`src/rtl/sync_fifo_lvl_if.sv`:
```
// Bus bundle for sync_fifo_lvl: producer/consumer handshake, thresholds and status.
// The overflow/underflow signals exist only when FIFO_ERR_EN is defined.
interface sync_fifo_lvl_if #(
    parameter int DEPTH = 16,
    parameter int WIDTH = 8
);
    localparam int CW = $clog2(DEPTH + 1);

    logic             flush;
    logic             push;
    logic [WIDTH-1:0] wr_data;
    logic             pop;
    logic [WIDTH-1:0] rd_data;
    logic [CW-1:0]    afull_lvl;
    logic [CW-1:0]    aempty_lvl;
    logic [CW-1:0]    level;
    logic             full;
    logic             empty;
    logic             almost_full;
    logic             almost_empty;
`ifdef FIFO_ERR_EN
    logic             overflow;
    logic             underflow;

    modport master (
        output flush, push, wr_data, pop, afull_lvl, aempty_lvl,
        input  rd_data, level, full, empty, almost_full, almost_empty, overflow, underflow
    );
    modport slave (
        input  flush, push, wr_data, pop, afull_lvl, aempty_lvl,
        output rd_data, level, full, empty, almost_full, almost_empty, overflow, underflow
    );
`else
    modport master (
        output flush, push, wr_data, pop, afull_lvl, aempty_lvl,
        input  rd_data, level, full, empty, almost_full, almost_empty
    );
    modport slave (
        input  flush, push, wr_data, pop, afull_lvl, aempty_lvl,
        output rd_data, level, full, empty, almost_full, almost_empty
    );
`endif
endinterface

```
`src/rtl/sync_fifo_lvl.sv`:
```
// sync_fifo_lvl: single-clock show-ahead FIFO with arbitrary depth, fill level,
// programmable almost-full/almost-empty thresholds and synchronous flush.
// Optional feature macro: FIFO_ERR_EN adds sticky overflow/underflow flags.
module sync_fifo_lvl #(
    parameter int DEPTH = 16,
    parameter int WIDTH = 8
) (
    input logic           clk,
    input logic           rst,
    sync_fifo_lvl_if.slave bus
);
    localparam int CW = $clog2(DEPTH + 1);
    localparam int PW = $clog2(DEPTH);

    logic [WIDTH-1:0] mem [DEPTH];
    logic [PW-1:0]    wr_ptr;
    logic [PW-1:0]    rd_ptr;
    logic [CW-1:0]    level_q;
    logic             pop_acc;
    logic             push_acc;
    logic             is_full;
    logic             is_empty;

    assign is_full  = (level_q == CW'(DEPTH));
    assign is_empty = (level_q == '0);

    // A pop on a full FIFO frees its slot for a same-cycle push; on an empty
    // FIFO the pop is refused while the push still lands (no bypass path).
    assign pop_acc  = bus.pop & ~is_empty;
    assign push_acc = bus.push & (~is_full | pop_acc);

    // Status outputs are purely combinational from the level counter.
    always_comb begin
        bus.level        = level_q;
        bus.full         = is_full;
        bus.empty        = is_empty;
        bus.almost_full  = (level_q >= bus.afull_lvl);
        bus.almost_empty = (level_q <= bus.aempty_lvl);
        bus.rd_data      = is_empty ? '0 : mem[rd_ptr];
    end

    // Storage write; contents are deliberately not cleared by reset or flush.
    always_ff @(posedge clk) begin
        if (!rst && !bus.flush && push_acc)
            mem[wr_ptr] <= bus.wr_data;
    end

    // Pointers wrap at DEPTH-1 by compare so non-power-of-two depths work.
    always_ff @(posedge clk) begin
        if (rst || bus.flush) begin
            wr_ptr  <= '0;
            rd_ptr  <= '0;
            level_q <= '0;
        end else begin
            if (push_acc)
                wr_ptr <= (wr_ptr == PW'(DEPTH - 1)) ? '0 : wr_ptr + 1'b1;
            if (pop_acc)
                rd_ptr <= (rd_ptr == PW'(DEPTH - 1)) ? '0 : rd_ptr + 1'b1;
            case ({push_acc, pop_acc})
                2'b10:   level_q <= level_q + 1'b1;
                2'b01:   level_q <= level_q - 1'b1;
                default: level_q <= level_q;
            endcase
        end
    end

`ifdef FIFO_ERR_EN
    logic overflow_q;
    logic underflow_q;

    assign bus.overflow  = overflow_q;
    assign bus.underflow = underflow_q;

    // Sticky error flags: survive flush, cleared only by reset.
    always_ff @(posedge clk) begin
        if (rst) begin
            overflow_q  <= 1'b0;
            underflow_q <= 1'b0;
        end else if (!bus.flush) begin
            if (bus.push && !push_acc)
                overflow_q <= 1'b1;
            if (bus.pop && !pop_acc)
                underflow_q <= 1'b1;
        end
    end
`endif
endmodule
```
`src/flat_wrapper.sv`:
```
// flat-port wrapper written by rule: the top's interface ports become plain ports
module sync_fifo_lvl_flat 
#(
    parameter int DEPTH = 16,
    parameter int WIDTH = 8
)
  (clk, rst, bus_flush, bus_push, bus_wr_data, bus_pop, bus_afull_lvl, bus_aempty_lvl, bus_rd_data, bus_level, bus_full, bus_empty, bus_almost_full, bus_almost_empty);
  sync_fifo_lvl_if #(.DEPTH(DEPTH), .WIDTH(WIDTH)) bus_i ();
  input logic clk;
  input logic rst;
  input wire logic [$bits(bus_i.flush)-1:0] bus_flush;
  input wire logic [$bits(bus_i.push)-1:0] bus_push;
  input wire logic [$bits(bus_i.wr_data)-1:0] bus_wr_data;
  input wire logic [$bits(bus_i.pop)-1:0] bus_pop;
  input wire logic [$bits(bus_i.afull_lvl)-1:0] bus_afull_lvl;
  input wire logic [$bits(bus_i.aempty_lvl)-1:0] bus_aempty_lvl;
  output wire logic [$bits(bus_i.rd_data)-1:0] bus_rd_data;
  output wire logic [$bits(bus_i.level)-1:0] bus_level;
  output wire logic [$bits(bus_i.full)-1:0] bus_full;
  output wire logic [$bits(bus_i.empty)-1:0] bus_empty;
  output wire logic [$bits(bus_i.almost_full)-1:0] bus_almost_full;
  output wire logic [$bits(bus_i.almost_empty)-1:0] bus_almost_empty;
  assign bus_i.flush = bus_flush;
  assign bus_i.push = bus_push;
  assign bus_i.wr_data = bus_wr_data;
  assign bus_i.pop = bus_pop;
  assign bus_i.afull_lvl = bus_afull_lvl;
  assign bus_i.aempty_lvl = bus_aempty_lvl;
  assign bus_rd_data = bus_i.rd_data;
  assign bus_level = bus_i.level;
  assign bus_full = bus_i.full;
  assign bus_empty = bus_i.empty;
  assign bus_almost_full = bus_i.almost_full;
  assign bus_almost_empty = bus_i.almost_empty;
  sync_fifo_lvl #(.DEPTH(DEPTH), .WIDTH(WIDTH)) u_core (.clk(clk), .rst(rst), .bus(bus_i));
endmodule
```
`config.mk`:
```
export PLATFORM = sky130hd
export DESIGN_NAME = sync_fifo_lvl_flat
export DESIGN_NICKNAME = d
export VERILOG_FILES = /design/src/rtl/sync_fifo_lvl_if.sv /design/src/rtl/sync_fifo_lvl.sv /design/src/flat_wrapper.sv
export SDC_FILE = /design/constraint.sdc
export NUM_CORES = 1
export LEC_CHECK = 0
export CAP_MARGIN = 25
export CELL_PAD_IN_SITES_DETAIL_PLACEMENT = 2
export CELL_PAD_IN_SITES_GLOBAL_PLACEMENT = 2
export CORE_MARGIN = 2
export CORE_UTILIZATION = 40
export CTS_CLUSTER_DIAMETER = 40
export CTS_CLUSTER_SIZE = 28
export DETAILED_ROUTE_END_ITERATION = 16
export PLACE_DENSITY = 0.7
export SYNTH_ARGS = -nofsm -noshare
export SYNTH_HDL_FRONTEND = slang
export SYNTH_SLANG_ARGS = --single-unit
```
`constraint.sdc`:
```
create_clock -name clk -period 5.06 [get_ports clk]
set_input_delay 1.518 -clock clk [delete_from_list [all_inputs] [get_ports clk]]
set_output_delay 1.518 -clock clk [all_outputs]
set_load 0.02 [all_outputs]
```
Fig. 1: selected gate families
Scale: 3 px per um.
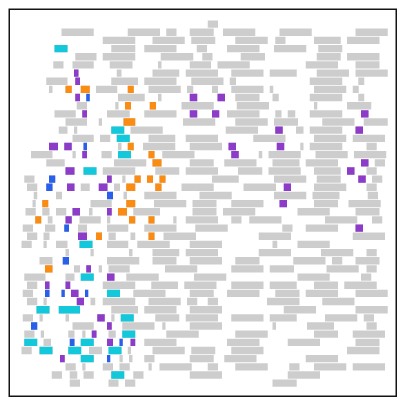
blue -> nand cells  # cells 14, most used nand2_1
cyan -> fa/ha/maj cells  # cells 19, most used ha_1
orange -> and/or cells  # cells 23, most used and2_1
purple -> aoi and oai cells  # cells 43, most used a211oi_1

Fig. 2: wiring by layer
Scale: 2 px per um. Only two layers are drawn.
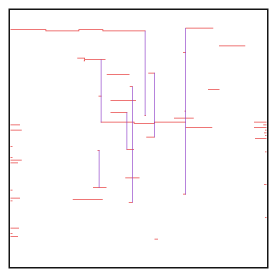
red -> metal 3  # wire length 317 um
purple -> metal 4  # wire length 283 um

Fig. 3: clock routing
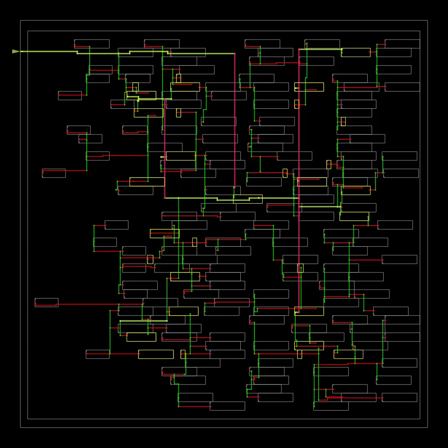
seq_cells: 145
clock-net power: 1.16 mW
post-route clock skew: 7.391 ps
insertion delay to the later sink of the worst-skew pair: 410 ps

==> reports/results.env <==
PLACE.DETAILED.INSTANCES=575
SEQ_POWER_SHARE_PCT=50.1
DRC_ERRORS=0
TIMING.SETUP.CRITICAL_PATH_CLASS='primary input to output pin'
PIN_COUNT_OF_THE_BIGGEST_NET_ENTERING_GLOBAL_ROUTING=24
STATUS='complete, no violations'
WORST_PIN_SLEW_PS=859.9
SYNTH_AREA_PER_CELL_UM2=17.16
POWER.SWITCHING_mW=0.5448
LOG.WARNING_COUNT=29
TIMING.CRITICAL_PATH.FANOUT_MAX=1
ANTENNA_CELLS=0
TIMING.REG2REG.SETUP_SLACK_PS=2430
ANTENNA_FOUND_INITIAL=0
HOLD_BUFS_INSERTED_AFTER_CTS=0
PATH_CELLS='clkdlybuf4s50_1 > ha_1 > nand2b_1 > a21o_1 > a21oi_1 > o21ai_0 > clkdlybuf4s50_1'
DETAIL_ROUTE.ITER0.VIOLATIONS=214
HOLD_WC_PATH_TYPE='flip-flop to flip-flop'
GPL_CONGESTION=0.7687
AREA_POST_PLACEMENT_UM2=6785
USE_MET2_PCT=33.92
CTS.CLK_SLEW.WORST_PATHS_PS=50
FP-ROW-COUNT=45
GRT_BUSIEST_LAYER='met2'
TRITONCTS='yes'
VIASPERCELL=5.627
FINAL_AREA_UM2=7322
YS.FLOPS=145
YOSYS.AREA.TOP_TYPE='edfxtp_1'
POWER.SHARE.COMBINATIONAL_PCT=6.0
MAX_STAGE_DELAY_PS=550
GRT_REMAINING_OVERFLOW=0
WORSTSETUPSTARTPOINTTYPE='primary input'
CRITPATHCAPTURETYPE='output pin'
ANT_NETS=0
DIE_W_UM=128.5
ROUTED_WL_UM=14690
POSTSYNTHNETCOUNT=403
FLOORPLAN.DIE_AREA_UM2=16500
IO-PIN-COUNT=40
POWER-PER-CELL-AREA_nW_PER_UM2=359.5
LAYOUT.NETS=448
FINALHOLDVIOLATIONS=0
YOSYSWARNINGCOUNT=0
POST_SYNTH_NUM_CELL_TYPES=46
EDFF_COUNT_SYNTH=128
Fig. 4: met4 routing
Scale: 3 px per um.
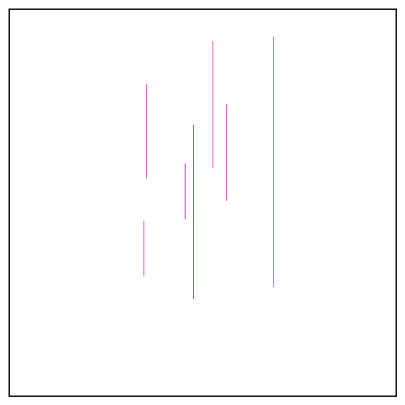
longest straight run = 83.0 um
nets with wire on the layer = 6
share of all routed wire = 1.9%
main direction = vertical
wire length on this layer = 283 um

Fig. 5: pin placement
Scale: 3 px per um. Pins as bars across the die edge, other pins in gray.
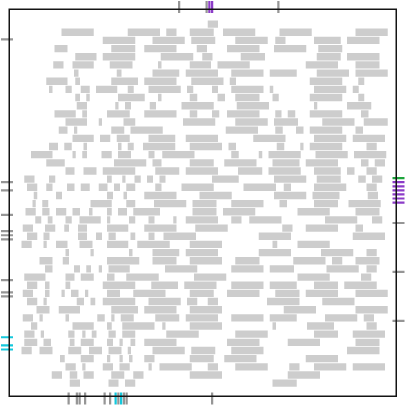
cyan -> bus_afull_lvl  # pins 5, direction input, edge 3 left, 2 bottom
purple -> bus_rd_data  # pins 8, direction output, edge 6 right, 2 top
green -> bus_empty  # pins 1, direction output, edge right

registers in the layout (all words and copies together) (netlist names), named ones only:
register	flops
u_core.bus.level	5
u_core.mem	128
u_core.rd_ptr	4
u_core.wr_ptr	4
timing repair:
action	in CTS	in global routing
gates resized	0	1
buffers inserted	0	0
endpoints found under the setup margin	0	1
critical path, delay by kind of cell:
family / cells / cell delay, ps
AND/OR/NAND/NOR: 1 / 140
AND-OR/OR-AND: 3 / 440
adder cells (fa/ha/maj): 1 / 210
buffers and inverters: 2 / 1000
cells in the final DEF (no fill, tap or decap), types with 3 or more instances in the layout:
cell             instances
a21oi_1                  8
a21o_1                   4
o211ai_1                 4
dfxtp_1                 15
nor2b_1                 12
nand2_1                  6
clkdlybuf4s50_1         38
o21ai_0                  6
a211oi_1                18
and3_1                   5
nand2b_1                 3
mux2i_1                 12
nand3_1                  3
clkbuf_1                 4
inv_1                   15
edfxtp_1               128
clkbuf_16               17
and2_1                   9
mux4_2                  32
clkinv_2                 3
nor2_1                  13
clkinv_1                 5
ha_1                    18
and4_1                   4
per-layer routing:
layer / routed length (um) / part of all wire [%]
met2: 7636 / 52
met5: 0 / 0
met1: 6449 / 44
met4: 282 / 1.9
met3: 317 / 2.2
final timing paths:
kind,startpoint,to,cells after the start
min reg2reg,u_core.rd_ptr[3],u_core.rd_ptr[3],2
max,bus_afull_lvl[0],bus_almost_full,7
min,u_core.rd_ptr[3],u_core.rd_ptr[3],2
max reg2reg,u_core.bus.level[1],u_core.bus.level[4],8
per-stage QoR:
stage | power [mW] | hold slack (ps)
detailed placement | 1.504 | 509.0
CTS | 2.656 | 517.9
global route | 2.713 | 548.5
finish | 2.632 | 510.5
floorplan | 1.422 | 472.0
global placement | 1.495 | 497.0
cell type report:
| type | instances | area, um2 |
|---|---|---|
| clock buffers | 21 | 440.4 |
| clock inverters | 10 | 93.84 |
| fillers | 1388 | 7824 |
| inverters | 15 | 56.30 |
| multi-input cells | 185 | 1882 |
| flip-flops and latches | 145 | 4187 |
| well taps | 188 | 235.2 |
| repair buffers | 42 | 427.9 |
power by group through the flow:
stage / logic, mW / clock network, mW / registers (mW)
final: 0.159 / 1.16 / 1.32
after global placement: 0.153 / 0 / 1.34
after floorplan: 0.0840 / 0 / 1.34
after CTS: 0.162 / 1.18 / 1.32
after detailed placement: 0.161 / 0 / 1.34
after global routing: 0.174 / 1.22 / 1.32
logic make-up after synthesis:
kind of cell,Yosys count,synth area share (%)
flip-flops,145,67.53
AND/OR/NAND/NOR,66,6.199
AND-OR/OR-AND,52,6.038
multiplexers,45,13.75
buffers and inverters,31,2.100
adder cells (fa/ha/maj),19,3.958
XOR/XNOR,3,0.4241
Power is estimated from default activity; no workload was simulated.
